==> images/layers.png <==
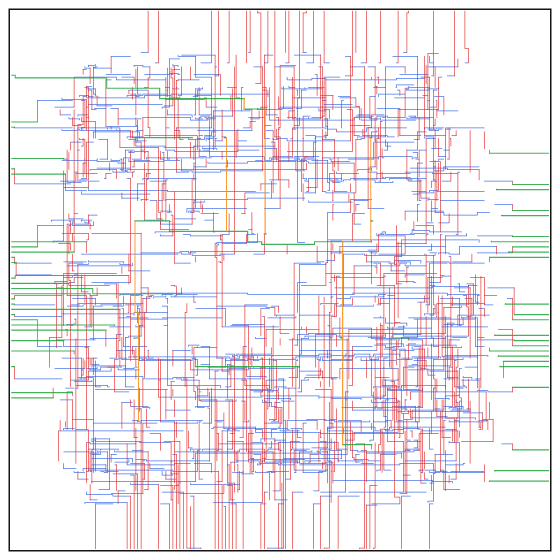
==> images/floorplan.png <==
Scale bar: 50 µm. Pins as bars on the die edge. Tap cells in grey.
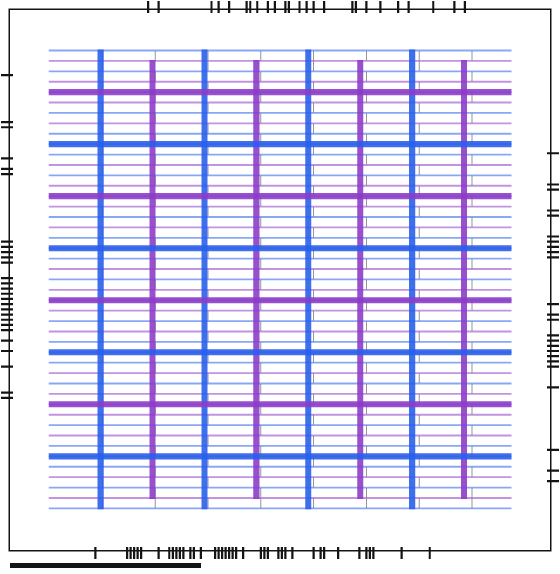
==> src/rtl/ctrl_pipeline.sv <==
`default_nettype none
// ============================================================================
//  Module      : ctrl_pipeline
//  Description : EX/MEM/WB control-bundle pipeline with load-use stall,
//                branch/jump flush, operand forwarding select and a
//                retired-instruction counter.
//  Revision    : 1.0  initial release
// ============================================================================
module ctrl_pipeline #(
   parameter int REG_ADDR_W = 5,
   parameter int CNT_W      = 32
) (
   input  logic                  clk,
   input  logic                  rst_n,
   input  logic                  id_valid,
   input  logic                  id_attempt_branch,
   input  logic                  id_is_jalr,
   input  logic                  id_jump,
   input  logic                  id_reg_write,
   input  logic                  id_mem_to_reg,
   input  logic                  id_mem_read,
   input  logic                  id_mem_write,
   input  logic                  id_immediate,
   input  logic                  id_auipc,
   input  logic [2:0]            id_alu_op,
   input  logic [REG_ADDR_W-1:0] id_rs1,
   input  logic [REG_ADDR_W-1:0] id_rs2,
   input  logic [REG_ADDR_W-1:0] id_rd,
   input  logic                  ex_branch_taken,
   input  logic                  mem_stall,
   output logic                  ex_valid,
   output logic                  ex_attempt_branch,
   output logic                  ex_is_jalr,
   output logic                  ex_jump,
   output logic                  ex_reg_write,
   output logic                  ex_mem_to_reg,
   output logic                  ex_mem_read,
   output logic                  ex_mem_write,
   output logic                  ex_immediate,
   output logic                  ex_auipc,
   output logic [2:0]            ex_alu_op,
   output logic [REG_ADDR_W-1:0] ex_rs1,
   output logic [REG_ADDR_W-1:0] ex_rs2,
   output logic [REG_ADDR_W-1:0] ex_rd,
   output logic                  mem_valid,
   output logic                  mem_reg_write,
   output logic                  mem_mem_to_reg,
   output logic                  mem_mem_read,
   output logic                  mem_mem_write,
   output logic [REG_ADDR_W-1:0] mem_rd,
   output logic                  wb_valid,
   output logic                  wb_reg_write,
   output logic                  wb_mem_to_reg,
   output logic [REG_ADDR_W-1:0] wb_rd,
   output logic                  stall_if_id,
   output logic                  flush_if_id,
   output logic [1:0]            fwd_a,
   output logic [1:0]            fwd_b,
   output logic [CNT_W-1:0]      instret
);

   localparam logic [1:0] C_FWD_RF  = 2'b00;
   localparam logic [1:0] C_FWD_MEM = 2'b10;
   localparam logic [1:0] C_FWD_WB  = 2'b01;

   logic w_redirect;
   logic w_load_use;
   logic w_ex_load;

   assign w_redirect = ex_valid & (ex_jump | (ex_attempt_branch & ex_branch_taken));
   assign w_load_use = id_valid & ex_valid & ex_mem_read & (ex_rd != '0) &
                       ((ex_rd == id_rs1) | (ex_rd == id_rs2));

   // A redirect wins over load-use: the ID instruction is killed, so no stall.
   assign stall_if_id = mem_stall | (~w_redirect & w_load_use);
   assign flush_if_id = ~mem_stall & w_redirect;

   // EX captures the ID bundle only for a live, unhazarded instruction.
   assign w_ex_load = id_valid & ~w_redirect & ~w_load_use;

   always_ff @(posedge clk or negedge rst_n) begin
      if (!rst_n) begin
         ex_valid          <= 1'b0;
         ex_attempt_branch <= 1'b0;
         ex_is_jalr        <= 1'b0;
         ex_jump           <= 1'b0;
         ex_reg_write      <= 1'b0;
         ex_mem_to_reg     <= 1'b0;
         ex_mem_read       <= 1'b0;
         ex_mem_write      <= 1'b0;
         ex_immediate      <= 1'b0;
         ex_auipc          <= 1'b0;
         ex_alu_op         <= '0;
         ex_rs1            <= '0;
         ex_rs2            <= '0;
         ex_rd             <= '0;
      end else if (!mem_stall) begin
         ex_valid          <= w_ex_load;
         ex_attempt_branch <= w_ex_load & id_attempt_branch;
         ex_is_jalr        <= w_ex_load & id_is_jalr;
         ex_jump           <= w_ex_load & id_jump;
         ex_reg_write      <= w_ex_load & id_reg_write;
         ex_mem_to_reg     <= w_ex_load & id_mem_to_reg;
         ex_mem_read       <= w_ex_load & id_mem_read;
         ex_mem_write      <= w_ex_load & id_mem_write;
         ex_immediate      <= w_ex_load & id_immediate;
         ex_auipc          <= w_ex_load & id_auipc;
         ex_alu_op         <= w_ex_load ? id_alu_op : '0;
         ex_rs1            <= w_ex_load ? id_rs1    : '0;
         ex_rs2            <= w_ex_load ? id_rs2    : '0;
         ex_rd             <= w_ex_load ? id_rd     : '0;
      end
   end

   always_ff @(posedge clk or negedge rst_n) begin
      if (!rst_n) begin
         mem_valid      <= 1'b0;
         mem_reg_write  <= 1'b0;
         mem_mem_to_reg <= 1'b0;
         mem_mem_read   <= 1'b0;
         mem_mem_write  <= 1'b0;
         mem_rd         <= '0;
         wb_valid       <= 1'b0;
         wb_reg_write   <= 1'b0;
         wb_mem_to_reg  <= 1'b0;
         wb_rd          <= '0;
         instret        <= '0;
      end else if (!mem_stall) begin
         mem_valid      <= ex_valid;
         mem_reg_write  <= ex_reg_write;
         mem_mem_to_reg <= ex_mem_to_reg;
         mem_mem_read   <= ex_mem_read;
         mem_mem_write  <= ex_mem_write;
         mem_rd         <= ex_rd;
         wb_valid       <= mem_valid;
         wb_reg_write   <= mem_reg_write;
         wb_mem_to_reg  <= mem_mem_to_reg;
         wb_rd          <= mem_rd;
         if (wb_valid) begin
            instret <= instret + CNT_W'(1);
         end
      end
   end

   // x0 is never forwarded; the younger MEM result beats WB.
   function automatic logic [1:0] fwd_sel(input logic [REG_ADDR_W-1:0] rs);
      logic [1:0] sel;
      sel = C_FWD_RF;
      if (rs != '0) begin
         if (mem_valid && mem_reg_write && (mem_rd == rs)) begin
            sel = C_FWD_MEM;
         end else if (wb_valid && wb_reg_write && (wb_rd == rs)) begin
            sel = C_FWD_WB;
         end
      end
      return sel;
   endfunction

   assign fwd_a = fwd_sel(ex_rs1);
   assign fwd_b = fwd_sel(ex_rs2);

endmodule
`default_nettype wire

==> config.mk <==
export PLATFORM = sky130hd
export DESIGN_NAME = ctrl_pipeline
export DESIGN_NICKNAME = d
export VERILOG_FILES = /design/src/rtl/ctrl_pipeline.sv
export SDC_FILE = /design/constraint.sdc
export NUM_CORES = 1
export LEC_CHECK = 0
export ABC_AREA = 1
export CELL_PAD_IN_SITES_DETAIL_PLACEMENT = 1
export CELL_PAD_IN_SITES_GLOBAL_PLACEMENT = 2
export CORE_MARGIN = 10
export CORE_UTILIZATION = 27
export DETAILED_ROUTE_END_ITERATION = 7
export PLACE_DENSITY_LB_ADDON = 0.2
export REMOVE_ABC_BUFFERS = 1
export SYNTH_ARGS = -nofsm -noshare
export SYNTH_HDL_FRONTEND = slang
export SYNTH_SLANG_ARGS = --single-unit
==> constraint.sdc <==
create_clock -name clk -period 2.4 [get_ports clk]
set_clock_uncertainty 0.2 [all_clocks]
set_input_delay 0.72 -clock clk [delete_from_list [all_inputs] [get_ports clk]]
set_output_delay 0.72 -clock clk [all_outputs]
set_load 0.03 [all_outputs]
==> impl_metrics.ini <==
; flow metrics
[die]
ios = 116
fp-utilization_pct = 27.37
die_area_um2 = 19920
die_w_um = 141.1

[global_route]
gr-usage-met3_pct = 3.863
grt_pass1_vias = 4121

[run_status]
violations = setup timing
status = finished, violations left

[pwr]
p_leak_nw = 3.281
pwr_density_cell_nw_per_um2 = 665.5

[drt]
wl_met1_um = 6112
drcViolationCount = 0
route.met2.wl_um = 6731
wl_met3_um = 815
drt_pass1_iterations = 4

[critical_path]
critPathBufInv = 2
endpoint = stall_if_id
reg2reg_to = ex_rs1[3]
crit_cells = 7
rrSetupSlack_ps = 490
reg2reg_depth = 9
r2r-start = ex_rd[0]
critPathRequiredTime_ps = 1480

[sta]
maxSlewViolCount = 0
tightest_slew_ps = 757.4
fin_crit_sh_pct = 106.3
setup_viol = 5
layout_setup_ws_ps = -151.0

[clock_network]
clk_path_buf_depth = 2
root_buffer = clkbuf_16
insertion_delay_ps = 350
h-tree-depth = 3

[layout]
final_cell_mix = 169 x nand2_1, 61 x dfrtp_1, 52 x inv_1
area_growth_pct = 55.29
fin_util_pct = 42.50
layout-drive-gt1-share_pct = 22.19
postLayoutCellArea_um2 = 6153

[hold_path]
hp-class = input port to async pin

[synth]
synthTopCellsByArea = dfrtp_1 49%, nand2_1 17%, inv_1 5.7%
ys_cells = 505
netlist_instances = 505

[place]
post-place-ws_ps = -657.8
portBuffers = 115
dp_hpwl_um = 10300
Back to the opening pictures, layers.png:
Key: M2 = red [wire length 6730 µm]; M1 = blue [wire length 6110 µm]; M3 = green [wire length 816 µm]; M4 = orange [wire length 193 µm]
Post-Route WL: 13850 µm
Avg WL per Cell: 16.28 µm
via count: 3884
gr usage total: 14.00%

Back to the opening pictures, floorplan.png:
Key: VDD = purple; VSS = blue
8 straps on met4. The core has 44 rows. 184 tap cells.
CORE AREA: 14480 µm²
maximum vdd drop: 0.0003085 V
Die Span Y: 141.1 µm

[report_power, final]
part           leakage [nW]  switching [W]  internal [W]
Combinational          2.11       0.000606      0.000435
Sequential             1.01       0.000152       0.00144
Clock                 0.162       0.000546      0.000916
Total                  3.28        0.00130       0.00279
[final cells by class]
type,instances,area (µm²)
fillers,1754,8325
flip-flops and latches,78,1973
multi-input cells,353,1892
repair buffers,159,1501
clock buffers,13,280.3
inverters,61,236.5
well taps,184,230.2
clock inverters,3,40.04
[logic make-up (layout without fill, tap and decap cells)]
family                     Yosys count  count (layout)  synth area share (%)
and+or+nand+nor                    291             291                 31.86
DFF                                 78              78                 49.26
buffers and inverters               74             236                 7.610
AOI/OAI and AO/OA                   33              33                 4.768
adders and majority gates            1               1                0.3157
xor gates and xnor gates            28              28                 6.189
Power and IR drop assume default switching activity.
